### Placement view, run 1

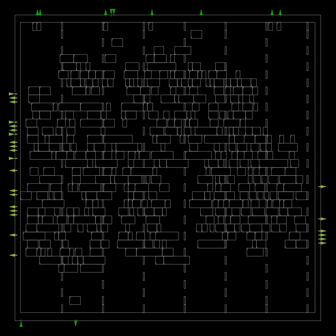
### Nets reached from selected ports, run 1

Drawn at 3 px/um.
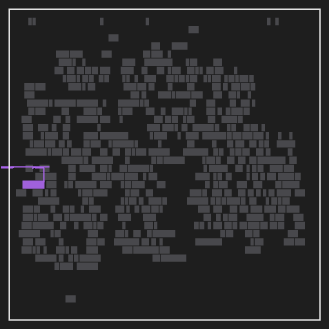
### I/O pins on the die edge, run 1

Drawn at 4 px/um. Pins as bars across the die edge, other pins in grey.
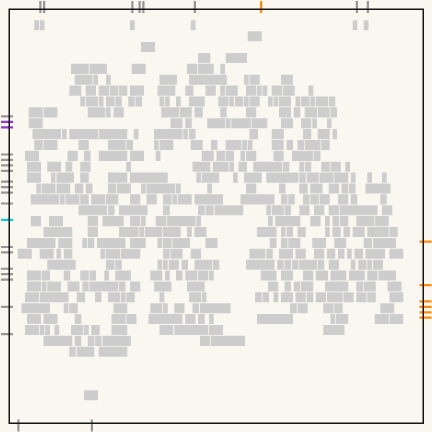
===== config.mk =====
export PLATFORM = sky130hd
export DESIGN_NAME = maze_move_tracker
export DESIGN_NICKNAME = d
export VERILOG_FILES = /design/src/rtl/maze_pkg.sv /design/src/rtl/maze_move_tracker_log.sv /design/src/rtl/maze_move_tracker.sv
export SDC_FILE = /design/constraint.sdc
export NUM_CORES = 1
export LEC_CHECK = 0
export CAP_MARGIN = 30
export CORE_MARGIN = 1.5
export CORE_UTILIZATION = 30
export CTS_BUF_LIST = sky130_fd_sc_hd__clkbuf_2 sky130_fd_sc_hd__clkbuf_4 sky130_fd_sc_hd__clkbuf_8
export DETAILED_ROUTE_END_ITERATION = 16
export GPL_TIMING_DRIVEN = 0
export PLACE_DENSITY_LB_ADDON = 0.3
export REMOVE_ABC_BUFFERS = 1
export SLEW_MARGIN = 20
export SYNTH_ARGS = -nofsm -noshare
export SYNTH_HDL_FRONTEND = slang
export SYNTH_HIERARCHICAL = 1
export SYNTH_SLANG_ARGS = --single-unit

===== constraint.sdc =====
create_clock -name clk -period 5.6 [get_ports clk]
set_input_delay 1.12 -clock clk [delete_from_list [all_inputs] [get_ports clk]]
set_output_delay 1.12 -clock clk [all_outputs]
set_load 0.1 [all_outputs]

===== src/rtl/maze_pkg.sv =====
// Shared definitions for the maze tracker: move codes, headings, FSM states
// and the pose helper functions used by maze_move_tracker.
package maze_pkg;

    localparam int GRID_N_DEFAULT = 9;

    localparam logic [2:0] MOVE_STOP    = 3'd0;
    localparam logic [2:0] MOVE_FORWARD = 3'd1;
    localparam logic [2:0] MOVE_LEFT    = 3'd2;
    localparam logic [2:0] MOVE_RIGHT   = 3'd3;
    localparam logic [2:0] MOVE_U_TURN  = 3'd4;

    typedef enum logic [1:0] {
        HEAD_N = 2'd0,
        HEAD_S = 2'd1,
        HEAD_E = 2'd2,
        HEAD_W = 2'd3
    } heading_t;

    typedef enum logic [1:0] {
        ST_RUN   = 2'd0,
        ST_DONE  = 2'd1,
        ST_ERROR = 2'd2
    } state_t;

    // LEFT walks N -> W -> S -> E -> N
    function automatic heading_t turn_left(input heading_t h);
        heading_t r;
        case (h)
            HEAD_N:  r = HEAD_W;
            HEAD_W:  r = HEAD_S;
            HEAD_S:  r = HEAD_E;
            default: r = HEAD_N;
        endcase
        return r;
    endfunction

    // RIGHT walks N -> E -> S -> W -> N
    function automatic heading_t turn_right(input heading_t h);
        heading_t r;
        case (h)
            HEAD_N:  r = HEAD_E;
            HEAD_E:  r = HEAD_S;
            HEAD_S:  r = HEAD_W;
            default: r = HEAD_N;
        endcase
        return r;
    endfunction

    function automatic heading_t reverse(input heading_t h);
        heading_t r;
        case (h)
            HEAD_N:  r = HEAD_S;
            HEAD_S:  r = HEAD_N;
            HEAD_E:  r = HEAD_W;
            default: r = HEAD_E;
        endcase
        return r;
    endfunction

    // True when a single step from idx along h stays inside the grid
    function automatic logic on_grid(input logic [6:0] idx, input heading_t h, input int grid_n);
        int   row;
        int   col;
        logic ok;
        row = int'(idx) / grid_n;
        col = int'(idx) % grid_n;
        case (h)
            HEAD_N:  ok = (row != 0);
            HEAD_S:  ok = (row != grid_n - 1);
            HEAD_E:  ok = (col != grid_n - 1);
            default: ok = (col != 0);
        endcase
        return ok;
    endfunction

    // Cell index after one step along h (caller guarantees the step is on-grid)
    function automatic logic [6:0] step_index(input logic [6:0] idx, input heading_t h, input int grid_n);
        logic [6:0] row_step;
        logic [6:0] r;
        row_step = 7'(grid_n);
        case (h)
            HEAD_N:  r = idx - row_step;
            HEAD_S:  r = idx + row_step;
            HEAD_E:  r = idx + 7'd1;
            default: r = idx - 7'd1;
        endcase
        return r;
    endfunction

endpackage


===== src/rtl/maze_move_tracker_log.sv =====
// move_log_fifo: small wrapping-pointer FIFO holding executed move codes.
// Only instantiated by maze_move_tracker when TRACKER_LOG_EN is defined.
// A write into a full FIFO is dropped (sticky overflow) unless a read in the
// same cycle frees a slot; a read from an empty FIFO is ignored.
module move_log_fifo #(
    parameter int DEPTH = 64,
    parameter int WIDTH = 3
) (
    input  logic             clk,
    input  logic             rst_n,
    input  logic             wr_en,
    input  logic [WIDTH-1:0] wr_data,
    input  logic             rd_en,
    output logic [WIDTH-1:0] rd_data,
    output logic             empty,
    output logic             full,
    output logic             overflow
);

    localparam int AW    = $clog2(DEPTH);
    localparam int CNT_W = AW + 1;
    localparam logic [CNT_W-1:0] FULL_CNT = CNT_W'(DEPTH);

    logic [WIDTH-1:0] mem [DEPTH];
    logic [AW-1:0]    wr_ptr;
    logic [AW-1:0]    rd_ptr;
    logic [CNT_W-1:0] count;
    logic             do_rd;
    logic             do_wr;

    assign do_rd = rd_en && (count != '0);
    assign do_wr = wr_en && ((count != FULL_CNT) || do_rd);
    assign empty = (count == '0);
    assign full  = (count == FULL_CNT);

    // Storage array; contents are only meaningful between the pointers
    always_ff @(posedge clk) begin
        if (do_wr) mem[wr_ptr] <= wr_data;
    end

    // Pointers, occupancy, read data register and sticky overflow flag
    always_ff @(posedge clk) begin
        if (!rst_n) begin
            wr_ptr   <= '0;
            rd_ptr   <= '0;
            count    <= '0;
            rd_data  <= '0;
            overflow <= 1'b0;
        end else begin
            if (do_wr) wr_ptr <= wr_ptr + 1'b1;
            if (do_rd) begin
                rd_ptr  <= rd_ptr + 1'b1;
                rd_data <= mem[rd_ptr];
            end
            case ({do_wr, do_rd})
                2'b10:   count <= count + 1'b1;
                2'b01:   count <= count - 1'b1;
                default: count <= count;
            endcase
            if (wr_en && full && !rd_en) overflow <= 1'b1;
        end
    end

endmodule


===== src/rtl/maze_move_tracker.sv =====
// maze_move_tracker: independent pose model of the maze explorer on a
// GRID_N x GRID_N grid. Tracks cell/heading, counts steps and U-turns,
// flags exit arrival and illegal commands.
// Optional macro TRACKER_LOG_EN compiles in the move_log_fifo readback log;
// without it the log ports are tied to their idle values.
module maze_move_tracker
    import maze_pkg::*;
#(
    parameter int GRID_N    = GRID_N_DEFAULT,
    parameter int START_IDX = 76,
    parameter int EXIT_IDX  = 4,
    parameter int LOG_DEPTH = 64
) (
    input  logic       clk,
    input  logic       rst_n,
    input  logic       move_valid,
    input  logic [2:0] move,
    output logic [6:0] cur_idx,
    output logic [1:0] heading,
    output logic [7:0] step_cnt,
    output logic [3:0] deadend_cnt,
    output logic       exit_reached,
    output logic       err,
    input  logic       log_rd_en,
    output logic [2:0] log_rd_data,
    output logic       log_empty,
    output logic       log_full,
    output logic       log_overflow
);

    localparam logic [6:0] START_CELL = 7'(START_IDX);
    localparam logic [6:0] EXIT_CELL  = 7'(EXIT_IDX);

    state_t     state;
    state_t     state_next;
    heading_t   head_q;
    heading_t   move_head;
    logic [6:0] idx_next;
    logic       is_step;
    logic       bad_code;
    logic       exec_move;
    logic       enter_error;

    assign heading = head_q;

    // FSM state register
    always_ff @(posedge clk) begin
        if (!rst_n) state <= ST_RUN;
        else        state <= state_next;
    end

    // Decode the command, resolve the target cell and choose the next state
    always_comb begin
        state_next  = state;
        move_head   = head_q;
        idx_next    = cur_idx;
        is_step     = 1'b0;
        bad_code    = 1'b0;
        exec_move   = 1'b0;
        enter_error = 1'b0;
        if (state == ST_RUN && move_valid) begin
            case (move)
                MOVE_STOP:    is_step = 1'b0;
                MOVE_FORWARD: is_step = 1'b1;
                MOVE_LEFT:    begin is_step = 1'b1; move_head = turn_left(head_q);  end
                MOVE_RIGHT:   begin is_step = 1'b1; move_head = turn_right(head_q); end
                MOVE_U_TURN:  begin is_step = 1'b1; move_head = reverse(head_q);    end
                default:      bad_code = 1'b1;
            endcase
            if (bad_code) begin
                state_next  = ST_ERROR;
                enter_error = 1'b1;
            end else if (is_step) begin
                if (on_grid(cur_idx, move_head, GRID_N)) begin
                    exec_move = 1'b1;
                    idx_next  = step_index(cur_idx, move_head, GRID_N);
                    if (idx_next == EXIT_CELL) state_next = ST_DONE;
                end else begin
                    state_next  = ST_ERROR;
                    enter_error = 1'b1;
                end
            end
        end
    end

    // Pose, saturating counters and sticky flags
    always_ff @(posedge clk) begin
        if (!rst_n) begin
            cur_idx      <= START_CELL;
            head_q       <= HEAD_N;
            step_cnt     <= '0;
            deadend_cnt  <= '0;
            exit_reached <= 1'b0;
            err          <= 1'b0;
        end else begin
            if (exec_move) begin
                cur_idx <= idx_next;
                head_q  <= move_head;
                if (step_cnt != 8'hFF) step_cnt <= step_cnt + 8'd1;
                if (move == MOVE_U_TURN && deadend_cnt != 4'hF) deadend_cnt <= deadend_cnt + 4'd1;
                if (idx_next == EXIT_CELL) exit_reached <= 1'b1;
            end
            if (enter_error) err <= 1'b1;
        end
    end

`ifdef TRACKER_LOG_EN
    move_log_fifo #(
        .DEPTH (LOG_DEPTH),
        .WIDTH (3)
    ) u_log (
        .clk      (clk),
        .rst_n    (rst_n),
        .wr_en    (exec_move),
        .wr_data  (move),
        .rd_en    (log_rd_en),
        .rd_data  (log_rd_data),
        .empty    (log_empty),
        .full     (log_full),
        .overflow (log_overflow)
    );
`else
    logic log_unused;
    assign log_unused   = log_rd_en & (LOG_DEPTH > 0);
    assign log_rd_data  = 3'd0;
    assign log_empty    = 1'b1;
    assign log_full     = 1'b0;
    assign log_overflow = 1'b0;
`endif

endmodule


==> changes_impl.md, run 1 <==
### Implementation results

* Largest net degree at the start of global routing at 24
* Post-CTS resize count at 24
* Share of layout cells above drive strength 1 at 0.1865
* CORE AREA at 9729 um2
* Fin cells at 562
* Worst slew margin at 0.3312
* Nets at 459
* Synth Seq Share at 0.1665
* Largest cell class: multi-input combinational cells
* CP endpoint: heading[1]
* Final min period at 5.309 ns
* Crit path from: cur_idx[3]
* Initial DRT Pass Iterations at 4
* Htree depth at 1
* MI comb cells at 332
* Slew @ Worst Pin at 1.000 ns
* Chip Area, Yosys at 3007 um2
* Initial antenna violation count at 0
* CTS Root Cell: clkbuf_8
* Outcome: finished, final reports clean
* Final hold viol count at 0
* Setup TNS at 0 ns
* Largest reg by FF count: step_cnt
* Max reg flops at 8
* Xor/xnor share of the synthesized area at 0.05119
* Sum of buffers and inverters on the critical path at 3
* TritonCTS buffer count at 3
* Post-route ant nets at 0
* Area delta synth->final at 24.89%
Notes on 'Placement view' above:
flop share of the area: 0.1366
layout filler cell count: 1044
num sequential: 25
Tap Cells: 133
utilization after layout: 0.3859

Notes on 'Nets reached from selected ports' above:
Key: err = purple [bits 1, direction output, edge west, end cells 1, buffers 1, wire 21.9 um]
Port-buffer cells: 28
I/O pin count: 36

Notes on 'I/O pins on the die edge' above:
Key: err = cyan [pins 1, direction output, edge west]; cur_idx = orange [pins 7, direction output, edge 6 east, 1 north]; heading = purple [pins 2, direction output, edge west]
All pins by edge: 19 west, 9 north, 6 east, 2 south.

--- run 2 (diff from run 1) ---
Settings changed: SLEW_MARGIN 20 to default.
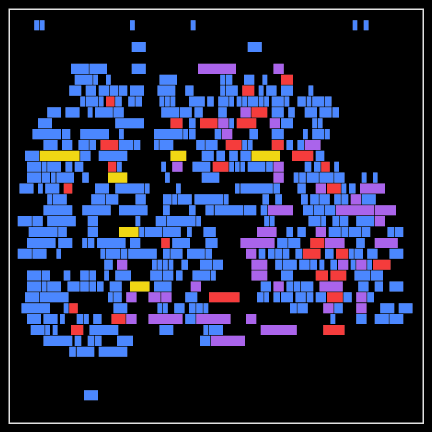
*Drive-strength map, run 2*
Drawn at 4 px/um.
Key: _2 cells = red [cells 29, share 6.7%]; _0 and _1 cells = blue [cells 352, share 82%]; _6 and larger = yellow [cells 6, share 1.4%]; _3 and _4 cells = purple [cells 43, share 10%]
Finished Cell Area: 3732 um2
Setup WS post-layout: 0.2667 ns

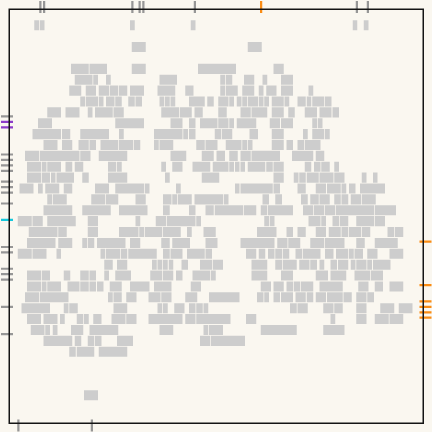
*I/O pins on the die edge, run 2*
Drawn at 4 px/um. Pins as bars across the die edge, other pins in grey.
Key: cur_idx = orange [pins 7, direction output, edge 6 east, 1 north]; heading = purple [pins 2, direction output, edge west]; err = cyan [pins 1, direction output, edge west]
All pins by edge: 19 west, 9 north, 6 east, 2 south.

==> changes_impl.md, run 2 <==
### Implementation results

* Slew @ Worst Pin at 0.9891 ns (was 1.000 ns)
* Max reg flops at 8 (unchanged)
* Largest net degree at the start of global routing at 29 (was 24)
* Unrepaired setup endpoints after global routing: true
* Worst r2r path cells at 22 (was 25)
* Setup TNS at 0 ns (unchanged)
* MI comb cells at 331 (was 332)
* CORE AREA at 9729 um2 (unchanged)
* Synth Seq Share at 0.1665 (unchanged)
* Utilization after layout at 0.3836 (was 0.3859)
* Highest-count logic cell in the final layout: nand2_1 (unchanged)
* Largest cell class: multi-input combinational cells (unchanged)
* TritonCTS buffer count at 3 (unchanged)
* Initial DRT Pass Iterations at 4 (unchanged)
* Area delta synth->final at 24.14% (was 24.89%)
* Flop share of the area at 0.1374 (was 0.1366)
* Initial antenna violation count at 0 (unchanged)
* Xor/xnor share of the synthesized area at 0.05119 (unchanged)
* CTS Root Cell: clkbuf_8 (unchanged)
* Crit path arrival time at 5.54 ns (was 5.51 ns)
* Final hold viol count at 0 (unchanged)
* Outcome: finished, final reports clean (unchanged)
* Die span in y at 103.1 um (unchanged)
* Post-route ant nets at 0 (unchanged)
* Crit path from: cur_idx[3] (unchanged)
* Layout filler cell count at 1038 (was 1044)
* Fin cells at 563 (was 562)
* Sum of buffers and inverters on the critical path at 1 (was 3)
* Tap Cells at 133 (unchanged)
* Port-buffer cells at 28 (unchanged)
* Chip Area, Yosys at 3007 um2 (unchanged)
* I/O pin count at 36 (unchanged)
* Htree depth at 1 (unchanged)
* CP endpoint: cur_idx[1] (was heading[1])
* Num sequential at 25 (unchanged)
--- run 3 (diff from run 2) ---
Clock period 5.6 ns to 6.1 ns, I/O delays scaled along.
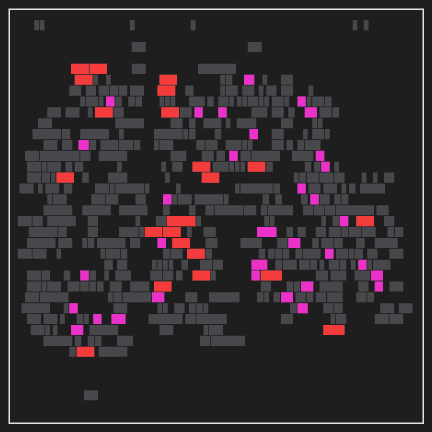
*Gate families picked out, run 3*
Drawn at 4 px/um.
Key: fa/ha/maj cells = red [cells 22]; and/or cells = magenta [cells 33]

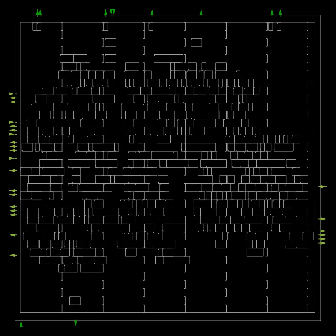
*Placement view, run 3*
flop share of the area: 0.1434
# rows: 36
CORE AREA: 9729 um2
utilization after layout: 0.3659

==> changes_impl.md, run 3 <==
### Implementation results

* Nets at 443 (was 460)
* Initial antenna violation count at 0 (unchanged)
* TritonCTS buffer count at 3 (unchanged)
* Setup TNS at 0 ns (unchanged)
* Post-route ant nets at 0 (unchanged)
* Port-buffer cells at 28 (unchanged)
* Sum of buffers and inverters on the critical path at 1 (unchanged)
* Die span in y at 103.1 um (unchanged)
* Unrepaired setup endpoints after global routing: false (was true)
* Worst r2r path cells at 22 (unchanged)
* Largest reg by FF count: step_cnt (unchanged)
* Tap Cells at 133 (unchanged)
* Largest net degree at the start of global routing at 29 (unchanged)
* Fin cells at 546 (was 563)
* Max reg flops at 8 (unchanged)
* Finished Cell Area at 3560 um2 (was 3732 um2)
* Area delta synth->final at 18.39% (was 24.14%)
* Share of layout cells above drive strength 1 at 0.1404 (was 0.1814)
* Setup WS post-layout at 0.3361 ns (was 0.2667 ns)
* Num sequential at 25 (unchanged)
* Outcome: finished, final reports clean (unchanged)
* Crit path arrival time at 5.97 ns (was 5.54 ns)
* Slew @ Worst Pin at 0.9923 ns (was 0.9891 ns)
* CTS Root Cell: clkbuf_8 (unchanged)
* Post-CTS resize count at 10 (was 22)
* Chip Area, Yosys at 3007 um2 (unchanged)
